### src/rtl/d_branch_sched_pkg.sv
// d_branch_sched_pkg
// Shared encodings for the decode-stage branch scheduler:
//   - forwarding-select codes driven on fwd_sel_rs / fwd_sel_rt
//   - scheduler FSM state codes
//   - default width of the Tnew fields coming from the E/M pipeline registers
// No ports; imported by d_fwd_pick and d_branch_sched.
package d_branch_sched_pkg;

  localparam int TNEW_WIDTH = 2;

  typedef enum logic [1:0] {
    FWD_RF = 2'd0,
    FWD_E  = 2'd1,
    FWD_M  = 2'd2
  } fwd_sel_e;

  typedef enum logic [1:0] {
    IDLE    = 2'd0,
    WAIT    = 2'd1,
    RESOLVE = 2'd2
  } br_state_e;

endpackage

### src/rtl/d_branch_sched_fwd_pick.sv
// d_fwd_pick
// Per-operand hazard detection and forwarding-source selection for one
// comparator operand of the D-stage branch comparator.
// Ports:
//   src      in  5       register number read by the D instruction
//   e_wa     in  5       destination register in E (0 = none)
//   e_tnew   in  TNEW_W  cycles until the E result is forwardable
//   m_wa     in  5       destination register in M (0 = none)
//   m_tnew   in  TNEW_W  cycles until the M result is forwardable
//   hazard   out 1       operand is still in flight (branch Tuse is 0)
//   fwd_sel  out 2       0 = RF, 1 = E, 2 = M
module d_fwd_pick
  import d_branch_sched_pkg::*;
#(
  parameter int TNEW_W = TNEW_WIDTH
) (
  input  logic [4:0]        src,
  input  logic [4:0]        e_wa,
  input  logic [TNEW_W-1:0] e_tnew,
  input  logic [4:0]        m_wa,
  input  logic [TNEW_W-1:0] m_tnew,
  output logic              hazard,
  output logic [1:0]        fwd_sel
);

  logic hit_e;
  logic hit_m;

  // $0 is hard-wired zero, so it never matches a producer.
  assign hit_e = (src != 5'd0) && (src == e_wa);
  assign hit_m = (src != 5'd0) && (src == m_wa);

  // Tuse is 0 for branch operands: any producer with Tnew > 0 is too late.
  assign hazard = (hit_e && (e_tnew != '0)) || (hit_m && (m_tnew != '0));

  // E is the younger producer, so it wins over M when both are ready.
  always_comb begin
    fwd_sel = FWD_RF;
    if (hit_e && (e_tnew == '0)) begin
      fwd_sel = FWD_E;
    end else if (hit_m && (m_tnew == '0)) begin
      fwd_sel = FWD_M;
    end
  end

endmodule

### src/rtl/d_branch_sched.sv
// d_branch_sched
// Decode-stage branch scheduler: picks forwarding sources for the two
// equality-comparator operands, stalls D while an operand is in flight, turns
// cmp_eq into a beq/bne taken decision, and runs a stall watchdog.
// Optional feature macro: BR_SCHED_STATS_EN (adds branch/taken/stall counters).
// Ports:
//   clk, reset (async, active-low)
//   d_valid, d_is_branch, d_is_bne, d_rs, d_rt   D-stage instruction info
//   e_wa, e_tnew, m_wa, m_tnew                    E/M producer info
//   cmp_eq                                        comparator equality result
//   fwd_sel_rs, fwd_sel_rt                        operand source (0 RF/1 E/2 M)
//   stall, br_taken                               combinational decisions
//   br_resolved                                   registered resolve pulse
//   wd_err                                        sticky watchdog error
//   stat_branches, stat_taken, stat_stall_cycles  (BR_SCHED_STATS_EN only)
module d_branch_sched
  import d_branch_sched_pkg::*;
#(
  parameter int MAX_STALL = 3,
  parameter int TNEW_W    = TNEW_WIDTH
`ifdef BR_SCHED_STATS_EN
  , parameter int CNT_W   = 16
`endif
) (
  input  logic              clk,
  input  logic              reset,
  input  logic              d_valid,
  input  logic              d_is_branch,
  input  logic              d_is_bne,
  input  logic [4:0]        d_rs,
  input  logic [4:0]        d_rt,
  input  logic [4:0]        e_wa,
  input  logic [TNEW_W-1:0] e_tnew,
  input  logic [4:0]        m_wa,
  input  logic [TNEW_W-1:0] m_tnew,
  input  logic              cmp_eq,
  output logic [1:0]        fwd_sel_rs,
  output logic [1:0]        fwd_sel_rt,
  output logic              stall,
  output logic              br_taken,
  output logic              br_resolved,
`ifdef BR_SCHED_STATS_EN
  output logic [CNT_W-1:0]  stat_branches,
  output logic [CNT_W-1:0]  stat_taken,
  output logic [CNT_W-1:0]  stat_stall_cycles,
`endif
  output logic              wd_err
);

  // Counter must hold MAX_STALL+1 so "would exceed" is visible as a value.
  localparam int SCNT_W = $clog2(MAX_STALL + 2);
  localparam logic [SCNT_W-1:0] SCNT_SAT = SCNT_W'(MAX_STALL + 1);
  localparam logic [SCNT_W-1:0] SCNT_LIM = SCNT_W'(MAX_STALL);

  logic              br_active;
  logic              haz_rs;
  logic              haz_rt;
  logic [1:0]        sel_rs;
  logic [1:0]        sel_rt;
  logic              stall_int;
  logic              taken_int;

  br_state_e         state_q, state_d;
  logic [SCNT_W-1:0] stall_cnt_q, stall_cnt_d;
  logic              br_resolved_q, br_resolved_d;
  logic              wd_err_q, wd_err_d;

  d_fwd_pick #(.TNEW_W(TNEW_W)) u_pick_rs (
    .src     (d_rs),
    .e_wa    (e_wa),
    .e_tnew  (e_tnew),
    .m_wa    (m_wa),
    .m_tnew  (m_tnew),
    .hazard  (haz_rs),
    .fwd_sel (sel_rs)
  );

  d_fwd_pick #(.TNEW_W(TNEW_W)) u_pick_rt (
    .src     (d_rt),
    .e_wa    (e_wa),
    .e_tnew  (e_tnew),
    .m_wa    (m_wa),
    .m_tnew  (m_tnew),
    .hazard  (haz_rt),
    .fwd_sel (sel_rt)
  );

  assign br_active = d_valid & d_is_branch;

  // Stall and taken are gated by reset so the PC logic never sees a redirect
  // or freeze while the scheduler is held in reset.
  assign stall_int = reset & br_active & (haz_rs | haz_rt);
  assign taken_int = reset & br_active & ~stall_int & (cmp_eq ^ d_is_bne);

  assign stall       = stall_int;
  assign br_taken    = taken_int;
  assign fwd_sel_rs  = br_active ? sel_rs : FWD_RF;
  assign fwd_sel_rt  = br_active ? sel_rt : FWD_RF;
  assign br_resolved = br_resolved_q;
  assign wd_err      = wd_err_q;

  // Next-state logic: stall_cnt tracks consecutive stall cycles of the held
  // branch and saturates one past MAX_STALL, which is what trips the watchdog.
  always_comb begin
    state_d       = state_q;
    stall_cnt_d   = stall_cnt_q;
    br_resolved_d = br_active & ~stall_int;
    if (!br_active) begin
      state_d     = IDLE;
      stall_cnt_d = '0;
    end else begin
      case (state_q)
        IDLE, RESOLVE: begin
          if (stall_int) begin
            state_d     = WAIT;
            stall_cnt_d = SCNT_W'(1);
          end else begin
            state_d     = IDLE;
            stall_cnt_d = '0;
          end
        end
        WAIT: begin
          if (stall_int) begin
            state_d     = WAIT;
            stall_cnt_d = (stall_cnt_q >= SCNT_SAT) ? SCNT_SAT : stall_cnt_q + 1'b1;
          end else begin
            state_d     = RESOLVE;
            stall_cnt_d = '0;
          end
        end
        default: begin
          state_d     = IDLE;
          stall_cnt_d = '0;
        end
      endcase
    end
    wd_err_d = wd_err_q | (stall_cnt_d > SCNT_LIM);
  end

`ifdef BR_SCHED_STATS_EN
  logic [CNT_W-1:0] stat_branches_q, stat_branches_d;
  logic [CNT_W-1:0] stat_taken_q, stat_taken_d;
  logic [CNT_W-1:0] stat_stall_q, stat_stall_d;

  // Counters wrap naturally; branches counts emitted br_resolved pulses.
  always_comb begin
    stat_branches_d = stat_branches_q + CNT_W'(br_resolved_q);
    stat_taken_d    = stat_taken_q + CNT_W'(taken_int);
    stat_stall_d    = stat_stall_q + CNT_W'(stall_int);
  end

  assign stat_branches     = stat_branches_q;
  assign stat_taken        = stat_taken_q;
  assign stat_stall_cycles = stat_stall_q;
`endif

  // All scheduler state; reset abandons any held branch.
  always_ff @(posedge clk or negedge reset) begin
    if (!reset) begin
      state_q         <= IDLE;
      stall_cnt_q     <= '0;
      br_resolved_q   <= 1'b0;
      wd_err_q        <= 1'b0;
`ifdef BR_SCHED_STATS_EN
      stat_branches_q <= '0;
      stat_taken_q    <= '0;
      stat_stall_q    <= '0;
`endif
    end else begin
      state_q         <= state_d;
      stall_cnt_q     <= stall_cnt_d;
      br_resolved_q   <= br_resolved_d;
      wd_err_q        <= wd_err_d;
`ifdef BR_SCHED_STATS_EN
      stat_branches_q <= stat_branches_d;
      stat_taken_q    <= stat_taken_d;
      stat_stall_q    <= stat_stall_d;
`endif
    end
  end

endmodule
### config.mk
export PLATFORM = sky130hd
export DESIGN_NAME = d_branch_sched
export DESIGN_NICKNAME = d
export VERILOG_FILES = /design/src/rtl/d_branch_sched_pkg.sv /design/src/rtl/d_branch_sched_fwd_pick.sv /design/src/rtl/d_branch_sched.sv
export SDC_FILE = /design/constraint.sdc
export NUM_CORES = 1
export LEC_CHECK = 0
export ABC_AREA = 1
export CAP_MARGIN = 20
export CORE_UTILIZATION = 39
export DETAILED_ROUTE_END_ITERATION = 16
export GPL_TIMING_DRIVEN = 0
export PLACE_DENSITY_LB_ADDON = 0.12
export SLEW_MARGIN = 20
export SYNTH_ARGS = -nofsm -noshare
export SYNTH_HDL_FRONTEND = slang
export SYNTH_SLANG_ARGS = --single-unit
### constraint.sdc
create_clock -name clk -period 1.8 [get_ports clk]
set_input_delay 0.45 -clock clk [delete_from_list [all_inputs] [get_ports clk]]
set_output_delay 0.45 -clock clk [all_outputs]
set_load 0.01 [all_outputs]
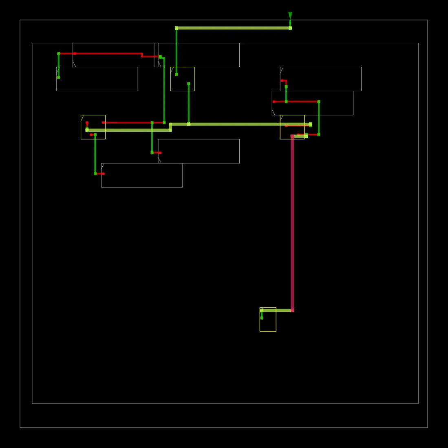
Figure 1: clock routing.
CTS buffer count: 3
clk_skew: 0.00553 ns

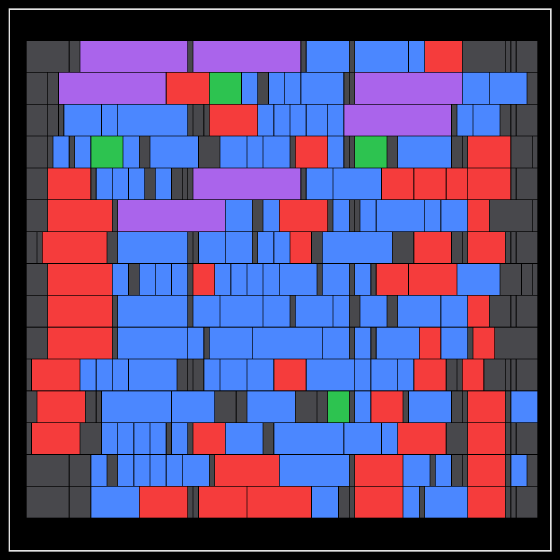
Figure 2: placement by cell class.
Fill, decap, tap and diode cells in grey.
legend:
  purple:
    class: flops
    cells: 7
    share_of_their_area: 12%
  blue:
    class: all other logic
    cells: 116
    share_of_their_area: 55%
  red:
    class: other buffers and delay cells
    cells: 45
    share_of_their_area: 31%
  green:
    class: clock drivers and dummy loads
    cells: 4
    share_of_their_area: 2.0%

==> impl_metrics.yaml <==
# implementation run metrics
status:
  outcome: "finished, violations left"
  violations: "negative setup slack"
critical_path:
  r2r_end: "wd_err$_DFF_PN0_"
  crit_required_ns: 1.35
  worstSetupStartpoint: "d_rt[3]"
  critPathKind: "input port to output pin"
  cp-start-kind: "input port"
  cp-endpoint: "br_taken"
  r2r_cells: 5
  critPathArrivalTime_ns: 1.45
  cp-end-kind: "output pin"
placement:
  portBuffers: 37
  place_area_um2: 1160
  gp_congestion: 0.778
sta:
  hold_viol: 0
  min_period_ns: 1.90
  relSlewSlack_pct: 74.5
  tightest_slew_ns: 0.382
  fmax_mhz: 526
  setup_viol: 4
  setup_slack_ns: -0.100
final_layout:
  seq_share_pct: 12.2
  nets: 205
  flop-count: 7
  synthToLayoutAreaGrowth_pct: 88.8
  comb_share_pct: 46.9
  nFillCells: 119
  clockBufferCount: 3
  regArea_um2: 175
  inverters: 26
  comb_cells: 90
  stdcell_area_um2: 1430
clock_network:
  cts.htree.levels: 1
  clkTransAtPathRegs_ns: 0.07
  cts_root_buffer: "clkbuf_4"
  tritoncts: "built"
  hold_buffers: 0
synthesis:
  ys_area_um2: 759
  top_cells_by_area: "dfrtp_1 23%, nand2_1 18%, inv_1 12%"
  yosys_cells: 123
  ys_warn_count: 0
  syn_nets: 155
  ys_seq_share_pct: 23.1
  postSynth.asyncResetShare_pct: 100
  top_cells_by_count: "36 x nand2_1, 24 x inv_1, 17 x nor2_1, 9 x xnor2_1, 7 x dfrtp_1"
  top_area_cell: "dfrtp_1"
run:
  openroad.warnings: 30
  maxCapViolCount: 0
routing:
  ant_nets: 0
  drt_iter0_drc: 15
  avgViaCountPerCell: 4.78
  drc_errors: 0
  via_count: 942
die:
  tap_cells: 25
  die_area_um2: 2130
  die_y_um: 46.1
power_and_ir_drop:
  p_per_area_nw_per_um2: 395
  static-leakage-power_nw: 0.773
global_routing:
  grt-ovfl-total: 0
  grt_antenna_before_repair: 0
metal layers:
metal	vias to the layer above	track usage, %	wire length, µm
met2	44	41.1	1380
met3	4	6.67	170
met4	0	1.76	46
li1	454	-	-
met5	-	0	0
met1	440	25.5	1010
critical path, cell delays in order:
cell and delay, ns:
buf_8 0.11, nor2_4 0.12, nand2_2 0.08, nor2_4 0.08, nor2_1 0.06, nand2_2 0.09
nand2_2 0.06, nand2_2 0.09, nand2_4 0.07, nor3_2 0.10, buf_2 0.15
worst min-delay path by stage:
| stage | startpoint | end | depth (start not counted) |
|---|---|---|---|
| finish | reset | stall_cnt_q[1]$_DFF_PN0_ | 1 |
| global route | reset | wd_err$_DFF_PN0_ | 1 |
| CTS | reset | state_q[0]$_DFF_PN0_ | 1 |
| detailed placement | wd_err$_DFF_PN0_ | wd_err$_DFF_PN0_ | 2 |
| global placement | wd_err$_DFF_PN0_ | wd_err$_DFF_PN0_ | 2 |
| floorplan | reset | br_resolved$_DFF_PN0_ | 0 |
power breakdown:
part | switching, mW | internal [mW] | leakage, nW | total, mW
logic | 0.120 | 0.128 | 0.664 | 0.248
clock network | 0.0760 | 0.0821 | 0.0177 | 0.158
registers | 0.000655 | 0.159 | 0.0914 | 0.160
sequential cells by signal, summed over array words and instances, names as in the netlist:
| name | cells |
|---|---|
| stall_cnt_q | 3 |
| state_q | 2 |
| br_resolved | 1 |
| wd_err | 1 |
cells by family (layout without fill, tap and decap cells):
logic type | Yosys count | in the layout | share of synthesized area, %
xor+xnor | 15 | 15 | 17.3
flops | 7 | 7 | 23.1
buf+inv | 26 | 75 | 12.9
compound gates | 1 | 1 | 0.658
fa+ha+maj | 2 | 2 | 3.29
simple gates | 72 | 72 | 42.8
cell usage in the layout, fill, tap and decap left out:
| cell type | count |
|---|---|
| clkinv_2 | 1 |
| nand2_4 | 2 |
| nand2_2 | 14 |
| inv_1 | 17 |
| clkbuf_4 | 3 |
| ha_1 | 2 |
| nor2_4 | 5 |
| nand4_1 | 1 |
| nand2_1 | 24 |
| buf_6 | 11 |
| xor2_1 | 4 |
| nor2_2 | 8 |
| buf_4 | 8 |
| inv_2 | 9 |
| nor2_1 | 8 |
| dfrtp_1 | 7 |
| dlygate4sd2_1 | 7 |
| xnor2_2 | 7 |
| buf_2 | 8 |
| a21oi_1 | 1 |
| xor2_2 | 2 |
| nor3_2 | 7 |
| clkdlybuf4s50_1 | 4 |
| nand3_2 | 3 |
| xnor2_1 | 2 |
| buf_8 | 7 |
what timing repair did:
item,4_1_cts,5_1_grt
setup buffers,7,1
resized,154,50
endpoints found under the setup margin,6,6
pin swaps,32,25
stage by stage:
stage / TNS, ns / setup slack [ns] / hold WS (ns) / cells / total power [mW]
2_1_floorplan: 0 / 0.104 / 0.154 / 123 / 0.243
3_3_place_gp: -5.42 / -0.923 / 0.452 / 185 / 0.339
3_5_place_dp: -5.88 / -0.978 / 0.466 / 185 / 0.343
4_1_cts: -0.126 / -0.0442 / 0.207 / 196 / 0.510
5_1_grt: -0.637 / -0.188 / 0.227 / 197 / 0.595
6_report: -0.255 / -0.100 / 0.198 / 197 / 0.566
Power figures rest on the tool's default switching activity, not on a simulated workload.
